**Run 1: wires at chosen ports, followed through buffers**

(6 px per um)
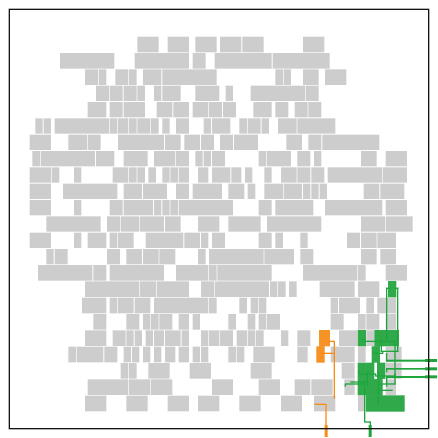
**Run 1: clock network drawn from the DEF**

(6 px per um)
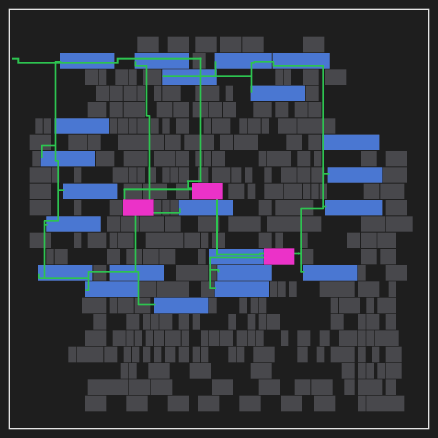
**Run 1: track usage over the die**

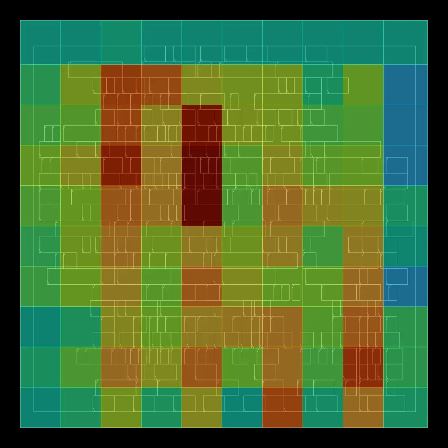
<file path="src/rtl/flag_cond_unit_if.sv">
// flag_cond_unit_if: ALU retire, instruction condition-check and result bundle for flag_cond_unit.
interface flag_cond_unit_if #(parameter int CNT_W = 16);
    logic             alu_valid;
    logic [3:0]       alu_op;
    logic             alu_s;
    logic             alu_n;
    logic             alu_z;
    logic             alu_c;
    logic             alu_v;
    logic             ins_valid;
    logic [3:0]       ins_cond;
    logic             flush;
    logic [3:0]       nzcv;
    logic             exec_en;
    logic             squash;
    logic [CNT_W-1:0] squash_cnt;
    modport master (
        output alu_valid, alu_op, alu_s, alu_n, alu_z, alu_c, alu_v,
        output ins_valid, ins_cond, flush,
        input  nzcv, exec_en, squash, squash_cnt
    );
    modport slave (
        input  alu_valid, alu_op, alu_s, alu_n, alu_z, alu_c, alu_v,
        input  ins_valid, ins_cond, flush,
        output nzcv, exec_en, squash, squash_cnt
    );
endinterface

</file>
<file path="src/rtl/flag_cond_unit.sv">
// flag_cond_unit: NZCV flag register with same-cycle bypass, ARM condition check and saturating squash counter.
module flag_cond_unit #(
    parameter int CNT_W = 16
) (
    input logic             clk,
    input logic             reset,
    flag_cond_unit_if.slave bus
);
    logic             arith;
    logic             logical;
    logic             wr;
    logic [3:0]       nxt;
    logic             base;
    logic             pass;
    logic             fail;
    logic [3:0]       nzcv_r;
    logic             exec_r;
    logic             squash_r;
    logic [CNT_W-1:0] cnt;
    always_comb begin
        arith   = bus.alu_op inside {4'b0100, 4'b0010, 4'b1010};
        logical = bus.alu_op inside {4'b1000, 4'b1001, 4'b1110, 4'b1100, 4'b0001, 4'b1101, 4'b1111};
        wr      = bus.alu_valid & (bus.alu_s | (bus.alu_op inside {4'b1010, 4'b1000, 4'b1001}));
        nxt     = !wr    ? nzcv_r :
                  arith  ? {bus.alu_n, bus.alu_z, bus.alu_c, bus.alu_v} :
                  logical ? {bus.alu_n, bus.alu_z, nzcv_r[1:0]} : nzcv_r;
        // odd condition codes are the complement of the even one below them, AL/NV included
        base = 1'b0;
        case (bus.ins_cond[3:1])
            3'b000: base = nxt[2];
            3'b001: base = nxt[1];
            3'b010: base = nxt[3];
            3'b011: base = nxt[0];
            3'b100: base = nxt[1] & ~nxt[2];
            3'b101: base = nxt[3] == nxt[0];
            3'b110: base = ~nxt[2] & (nxt[3] == nxt[0]);
            default: base = 1'b1;
        endcase
        pass = base ^ bus.ins_cond[0];
        fail = bus.ins_valid & ~pass & ~bus.flush;
    end
    always_ff @(posedge clk or posedge reset) begin
        if (reset) begin
            nzcv_r   <= '0;
            exec_r   <= 1'b0;
            squash_r <= 1'b0;
            cnt      <= '0;
        end else begin
            nzcv_r   <= nxt;
            exec_r   <= bus.ins_valid & pass & ~bus.flush;
            squash_r <= fail;
            if (fail && !(&cnt)) cnt <= cnt + CNT_W'(1);
        end
    end
    assign bus.nzcv       = nzcv_r;
    assign bus.exec_en    = exec_r;
    assign bus.squash     = squash_r;
    assign bus.squash_cnt = cnt;
endmodule

</file>
<file path="src/flat_wrapper.sv">
// flat-port wrapper written by rule: the top's interface ports become plain ports
module flag_cond_unit_flat 
#(
    parameter int CNT_W = 16
)
  (clk, reset, bus_alu_valid, bus_alu_op, bus_alu_s, bus_alu_n, bus_alu_z, bus_alu_c, bus_alu_v, bus_ins_valid, bus_ins_cond, bus_flush, bus_nzcv, bus_exec_en, bus_squash, bus_squash_cnt);
  flag_cond_unit_if #(.CNT_W(CNT_W)) bus_i ();
  input logic clk;
  input logic reset;
  input wire logic [$bits(bus_i.alu_valid)-1:0] bus_alu_valid;
  input wire logic [$bits(bus_i.alu_op)-1:0] bus_alu_op;
  input wire logic [$bits(bus_i.alu_s)-1:0] bus_alu_s;
  input wire logic [$bits(bus_i.alu_n)-1:0] bus_alu_n;
  input wire logic [$bits(bus_i.alu_z)-1:0] bus_alu_z;
  input wire logic [$bits(bus_i.alu_c)-1:0] bus_alu_c;
  input wire logic [$bits(bus_i.alu_v)-1:0] bus_alu_v;
  input wire logic [$bits(bus_i.ins_valid)-1:0] bus_ins_valid;
  input wire logic [$bits(bus_i.ins_cond)-1:0] bus_ins_cond;
  input wire logic [$bits(bus_i.flush)-1:0] bus_flush;
  output wire logic [$bits(bus_i.nzcv)-1:0] bus_nzcv;
  output wire logic [$bits(bus_i.exec_en)-1:0] bus_exec_en;
  output wire logic [$bits(bus_i.squash)-1:0] bus_squash;
  output wire logic [$bits(bus_i.squash_cnt)-1:0] bus_squash_cnt;
  assign bus_i.alu_valid = bus_alu_valid;
  assign bus_i.alu_op = bus_alu_op;
  assign bus_i.alu_s = bus_alu_s;
  assign bus_i.alu_n = bus_alu_n;
  assign bus_i.alu_z = bus_alu_z;
  assign bus_i.alu_c = bus_alu_c;
  assign bus_i.alu_v = bus_alu_v;
  assign bus_i.ins_valid = bus_ins_valid;
  assign bus_i.ins_cond = bus_ins_cond;
  assign bus_i.flush = bus_flush;
  assign bus_nzcv = bus_i.nzcv;
  assign bus_exec_en = bus_i.exec_en;
  assign bus_squash = bus_i.squash;
  assign bus_squash_cnt = bus_i.squash_cnt;
  flag_cond_unit #(.CNT_W(CNT_W)) u_core (.clk(clk), .reset(reset), .bus(bus_i));
endmodule
</file>
<file path="config.mk">
export PLATFORM = sky130hd
export DESIGN_NAME = flag_cond_unit_flat
export DESIGN_NICKNAME = d
export VERILOG_FILES = /design/src/rtl/flag_cond_unit_if.sv /design/src/rtl/flag_cond_unit.sv /design/src/flat_wrapper.sv
export SDC_FILE = /design/constraint.sdc
export NUM_CORES = 1
export LEC_CHECK = 0
export ABC_AREA = 1
export CORE_MARGIN = 2
export CORE_UTILIZATION = 35
export CTS_CLUSTER_SIZE = 28
export DETAILED_ROUTE_END_ITERATION = 12
export GPL_TIMING_DRIVEN = 0
export SLEW_MARGIN = 25
export SYNTH_ARGS = -nofsm -noshare
export SYNTH_HDL_FRONTEND = slang
export SYNTH_SLANG_ARGS = --single-unit
</file>
<file path="constraint.sdc">
create_clock -name clk -period 1.6 [get_ports clk]
set_input_delay 0.16 -clock clk [delete_from_list [all_inputs] [get_ports clk]]
set_output_delay 0.16 -clock clk [all_outputs]
set_load 0.01 [all_outputs]
</file>
==> run summary, run 1 <==
fresh numbers from the pnr run: status finished, violations left, failing checks negative setup slack, Adder Share, Synth less than 1%, grt total ovfl 0, vias in the first global route ~1600, Pint between 1 and 1.5 mW, H-tree levels 1, WHS Endpoint u_core.bus.nzcv[0], post-synth top area cell dfrtp_1, Longest Clk Path Bufs 2, yosys stat area around 1500 sq um, Sw Pwr between 700 and 800 uW, Detail Route Antenna Nets 0, area added between synthesis and finish 64.4%, Mux cell area share 0%, Crit-path slowest cell dfrtp_1, Final min period about 1800 ps, placed instance count between 300 and 400, highest clock rate between 0.5 and 0.6 GHz, Clock Sinks 22, layout cells sized above 1 34.9%, Unique cell types 25, PwrDens about 820 nW/um^2, Synth top area share a little over a third, CTS tree built, Top non-seq family simple AND/OR/NAND/NOR gates, DRC viols 0, Critical Path RT approximately 1800 ps, DR vias/cell a little under 5, WP buf/inv 2, worst reg2reg startpoint u_core.bus.squash_cnt[0], root buf cell clkbuf_8, Largest cells by area dfrtp_1 36%, nand2_1 20%, nand4_1 7.9%, Hold Buf Count CTS 0, DP HPWL ~2800 um, RR Endpoint u_core.bus.squash_cnt[11], Seq pwr share 36.2%, Post-Syn Nets 234, hold depth 4, Seq power ~740 uW, die width 69.7 um, Slew Limit Fails 0, post-route insts no fill around 340, CP endpoint u_core.bus.squash_cnt[11], Log Warnings 29, Routed Wire Length ~4500 um, Synth flops 22, WP data arrival around 2000 ps, Tot GR Track Use about a fifth, sequential cell area fraction in the yosys report 36.5%, post-cts sizing count 47, fin worst setup slack -156 ps, Logic power comb 952 uW, initial antenna violation count 0, largest net degree at the start of global routing 23, Post-Synthesis Cell Area 1510 sq um, crit path cell chain buf_4 > nand3_4 > nor2_4 > nand4_1 > buf_4 > nor3_2 > nand2_1 > xnor2_1 > nand4_1 > nand2_1, worst r2r path cells 10, HP Start bus_alu_valid, Worst-Margin Slew roughly 830 ps, VDD IR max ~0.53 mV, row cnt 23, cts bufs inserted 3, critical path class reg -> reg, final net count ~310, Top cell excl fill/tap nand2_1, post-CTS setup buffer count 29, R2R Setup Slk -160 ps, Pleak 1.23 nW, Inserted Diodes 0, simple-gate share of the synthesized area between 40% and 50%, chip area a little under 5000 sq um, Worst slew margin 44.3%, initial DRC count 87, mean post-synth cell area ~7.0 sq um, Top power group combinational cells, slowest stage delay, CP 370 ps, Hold Violations, Final 0, Comb power frac 46.9%, finished layout cell area 2480 sq um, first-pass GRT wire length 7490 um, Complex Gates by Area 1.66%, Max Cap Viol 0, Period Utilization, post-route 110%, clock transition at the registers of the reported paths 80 ps, Top delay family on crit path simple AND/OR/NAND/NOR gates, Worst Hold Class in -> reg, CP Capture Type register, post-synthesis instance total 215, DR vias 1673, Die Height 69.7 um, Yosys warning total 0, most instantiated logic cells after routing 57 x nand2_1, 31 x clkdlybuf4s50_1, 27 x buf_4, Switching Share between 30% and 40%, # setup viols final 16, cell count along the critical path 10, yosys xor share just over 8%, CP max FO 2, routability congestion estimate between 0.8 and 0.9, startpoint types register, Detailed Routing Iterations Pass 1 4, placed cell area ~2000 sq um, Initial Utilization 36.9%, unrepaired setup endpoints after global routing yes, Worst Setup SP u_core.bus.squash_cnt[0], # Cells Yosys roughly 220, Core Footprint 4090 sq um
Notes on 'wires at chosen ports, followed through buffers' above:
legend:
  orange:
    port: bus_alu_n
    bits: 1
    direction: input
    edge: south
    end_cells: 2
    buffers: 1
    wire: 18.8 um
  green:
    port: bus_alu_op
    bits: 4
    direction: input
    edge: 3 east, 1 south
    end_cells: 9
    buffers: 4
    wire: 97.6 um
# port buffers: 39
I/O pin cnt: 40

Notes on 'clock network drawn from the DEF' above:
legend:
  magenta:
    item: cells driving clock nets
    count: 3
  blue:
    item: flip-flops
    count: 22
  green:
    item: clock wires
    length: 311 um
routed clock nets: 4
Clk Latency, worst-skew pair: 260 ps
Clock Power: 342 uW
clock share of power: 16.9%
Layout Skew: 6.01 ps

Notes on 'track usage over the die' above:
global route hottest layer: met2
GR met1 Demand/Resource: 27.2%
met3 Use GR: 3.92%
Final Util: 60.7%
drt wl/cell: 13.3 um

## run 1: per-layer routing
layer,vias to the layer above,global-route usage (%),part of all wire (%),wire (um)
met5,-,0,0,0
li1,849,-,-,-
met4,0,2.78,0.88,40
met3,6,3.92,5.5,250
met1,772,27.2,46,2080
met2,46,29.7,48,2160
## run 1: kinds of logic after synthesis
| kind of cell | count (synthesis) |
|---|---|
| fa+ha+maj | 1 |
| xor+xnor | 14 |
| flops | 22 |
| buf+inv | 31 |
| simple gates | 144 |
| compound gates | 3 |
## run 1: synthesized netlist by cell type
cell,instances
nand2_1,80
inv_1,26
dfrtp_1,22
nand4_1,19
nand3_1,17
nor2_1,13
xor2_1,8
xnor2_1,6
nand2_2,4
nor3_1,3
clkbuf_1,2
nor4_1,2
a21oi_1,1
a21oi_2,1
buf_4,1
buf_6,1
ha_1,1
inv_2,1
nand2_4,1
nand3_2,1
nand3_4,1
nand3b_1,1
nand4_2,1
nor2_2,1
o21bai_2,1
## run 1: area by class of cell
cell class / count / area, sq um
fill: 377 / 1610
multi-input combinational: 162 / 1030
timing repair buffer: 71 / 637
sequential: 22 / 556
inverter: 27 / 101
tap: 50 / 62.6
buffer: 4 / 48.8
clock buffer: 3 / 41.3
## run 1: metrics by stage
stage	setup WS (ps)	power, mW	setup TNS (ps)	hold slack (ps)
6_report	-156	2.03	-1090	291
5_1_grt	-211	2.17	-3220	312
4_1_cts	-31.9	1.93	-276	372
3_5_place_dp	-829	1.31	-13520	532
3_3_place_gp	-785	1.30	-12780	524
2_1_floorplan	-225	1.04	-3080	149
## run 1: flip-flops by register name, indices dropped and copies added (netlist names)
name	cells
u_core.bus.exec_en	1
u_core.bus.nzcv	4
u_core.bus.squash	1
u_core.bus.squash_cnt	16
**Run 1: gate families picked out**

(6 px per um)
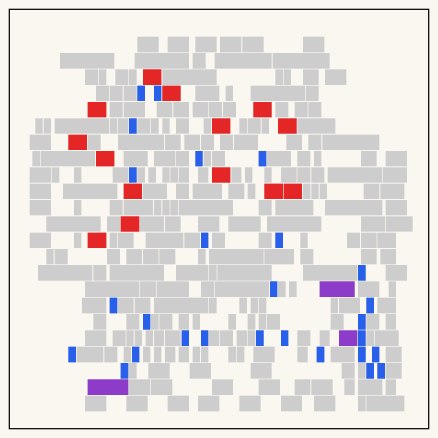

==> run 2: changes to the inputs <==
- CELL_PAD_IN_SITES_DETAIL_PLACEMENT: not set -> 1
- CELL_PAD_IN_SITES_GLOBAL_PLACEMENT: not set -> 1
- CORE_UTILIZATION: 35 -> 30
- PLACE_DENSITY_LB_ADDON: not set -> 0.1
- SETUP_SLACK_MARGIN: not set -> 0.05
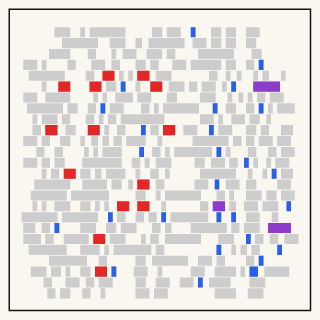
**Above:** run 2 (gate families picked out).
(4 px per um)
legend:
  purple:
    family: inverting AOI/OAI gates
    cells: 3
  blue:
    family: inverters
    cells: 27
  red:
    family: XOR/XNOR gates
    cells: 14
post-route insts no fill: 362
Top cell excl fill/tap: nand2_1

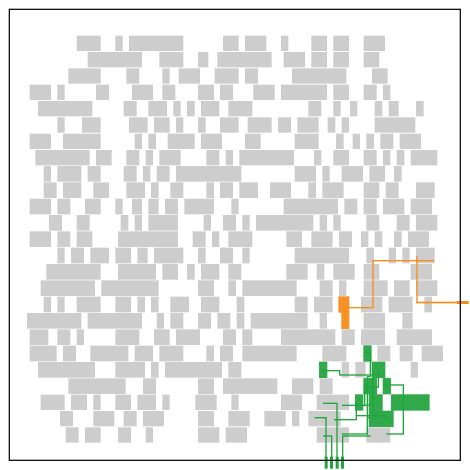
**Above:** run 2 (wires at chosen ports, followed through buffers).
(6 px per um)
legend:
  green:
    port: bus_alu_op
    bits: 4
    direction: input
    edge: south
    end_cells: 9
    buffers: 4
    wire: 109 um
  orange:
    port: bus_alu_n
    bits: 1
    direction: input
    edge: east
    end_cells: 2
    buffers: 1
    wire: 39.0 um

==> run 2 against run 1 <==
Compared with the run above:
- the run still ends with negative setup slack left
- first-iteration DRC count fell by 66%
- count of clock-buffer cells in the layout unchanged
- via count up 2.4%
- worst hold slack better by 22 ps
- clock skew decreased by 0.76 ps
- non-clock buffer count up 5
- core utilization shrank 4.4 points
- register-to-register slack better by 40 ps
- sequential power rose by 3.1%
- total power increased by 12%
- synthesized cell count stayed put
- critical path type unchanged
==> run summary, run 2 <==
fresh numbers from the pnr run: sequential cell area fraction in the yosys report a little over a third, post-synthesis instance total approximately 220, Final Util a little under three fifths, Synth top area share between 30% and 40%, post-CTS setup buffer count 27, Post-synth ARST share 100%, yosys stat area around 1500 sq um, # Cells Yosys 215, post-synth top area cell dfrtp_1, Final min period 1710 ps, Yosys warning total 0, placed instance count between 300 and 400, most instantiated logic cells after routing 42 x nand2_1, 34 x nand2_2, 30 x buf_4, Clock Sinks 22, WP buf/inv 2, die width approximately 75 um, Critical Path RT between 1500 and 2000 ps, critical path class reg -> reg, fin worst setup slack -113 ps, Longest Clk Path Bufs 2, CP endpoint u_core.bus.squash_cnt[9], DR vias between 1500 and 2000, Worst Hold Class in -> reg, placed cell area 2010 sq um, failing checks negative setup slack, Unique cell types 25, routability congestion estimate slightly below 0.8, DR vias/cell about 4.7, Routed Wire Length between 5000 and 6000 um, I/O pin cnt ~40, Power, Total approximately 2.3 mW, Core Footprint between 4000 and 5000 sq um, chip area about 5600 sq um, Tot GR Track Use between 10% and 20%, CTS tree built, Detailed Routing Iterations Pass 1 4, cts bufs inserted 3, initial DRC count 30, Hold Buf Count CTS 0, mean post-synth cell area 7.02 sq um, highest clock rate around 0.58 GHz, # port buffers 39, Log Warnings 29, Synth top cells by count 80 x nand2_1, 26 x inv_1, 22 x dfrtp_1, unrepaired setup endpoints after global routing yes, Worst slew margin roughly 43%, DP Worst Slack -846 ps, Pleak approximately 1.3 nW, row cnt 25, Hold Violations, Final 0, CP max FO 3, Largest cells by area dfrtp_1 36%, nand2_1 20%, nand4_1 7.9%, Max Cap Viol 0, vias in the first global route roughly 1700, final net count ~320, total area of sequential cells between 500 and 600 sq um, Crit-path slowest cell dfrtp_1, # setup viols final 17, DP HPWL 3290 um, largest net degree at the start of global routing 23, R2R Setup Slk -110 ps, root buf cell clkbuf_8, first-pass GRT wire length roughly 7900 um, status finished, violations left, Post-Synthesis Cell Area 1510 sq um, DRC viols 0, Initial Utilization about a third, Comb gate area between 1000 and 1500 sq um, fill count about 580
run 2: worst min path at each step:
stage                             startpoint  cells after the start                        to  slack, ps
floorplan                              reset                      1        u_core.bus.exec_en        150
global placement    u_core.bus.squash_cnt[1]                      2  u_core.bus.squash_cnt[1]        520
detailed placement        u_core.bus.nzcv[3]                      2        u_core.bus.nzcv[3]        530
CTS                            bus_alu_op[3]                      5        u_core.bus.nzcv[3]        330
global route                   bus_alu_valid                      4        u_core.bus.nzcv[1]        330
finish                         bus_alu_valid                      4        u_core.bus.nzcv[1]        310
run 2: power breakdown:
group / leakage [nW] / internal [mW] / switching [mW]
clock: 0.0357 / 0.334 / 0.190
sequential: 0.285 / 0.638 / 0.120
combinational: 0.970 / 0.534 / 0.461
total: 1.29 / 1.51 / 0.772
run 2: cells by family after synthesis:
kind of cell	count (synthesis)	synth area share, %
AOI/OAI and AO/OA	3	1.66
xor gates and xnor gates	14	8.13
adders and majority gates	1	0.829
buffers and inverters	31	8.46
DFF	22	36.5
and+or+nand+nor	144	44.4
run 2: routing by layer:
metal	global-route usage [%]	vias to the layer above	wire length, um
met2	34.6	22	2910
met4	4.96	0	25
met1	21.5	835	2150
met3	1.87	2	126
met5	0	-	0
li1	-	854	-
run 2: final cells by class:
cell class,count,share of cell area [%]
clock inverters,1,1.11
clock buffers,3,1.53
inverters,27,3.85
well taps,67,3.11
repair buffers,76,26.8
multi-input cells,162,41.3
flip-flops and latches,22,20.7
plain buffers,4,1.62
run 2: stage by stage:
stage / setup TNS, ps / hold slack [ps]
detailed placement: -13790 / 532
global route: -3220 / 327
global placement: -13190 / 524
floorplan: -3080 / 149
CTS: -675 / 330
finish: -1040 / 314
Power figures rest on the tool's default switching activity, not on a simulated workload.
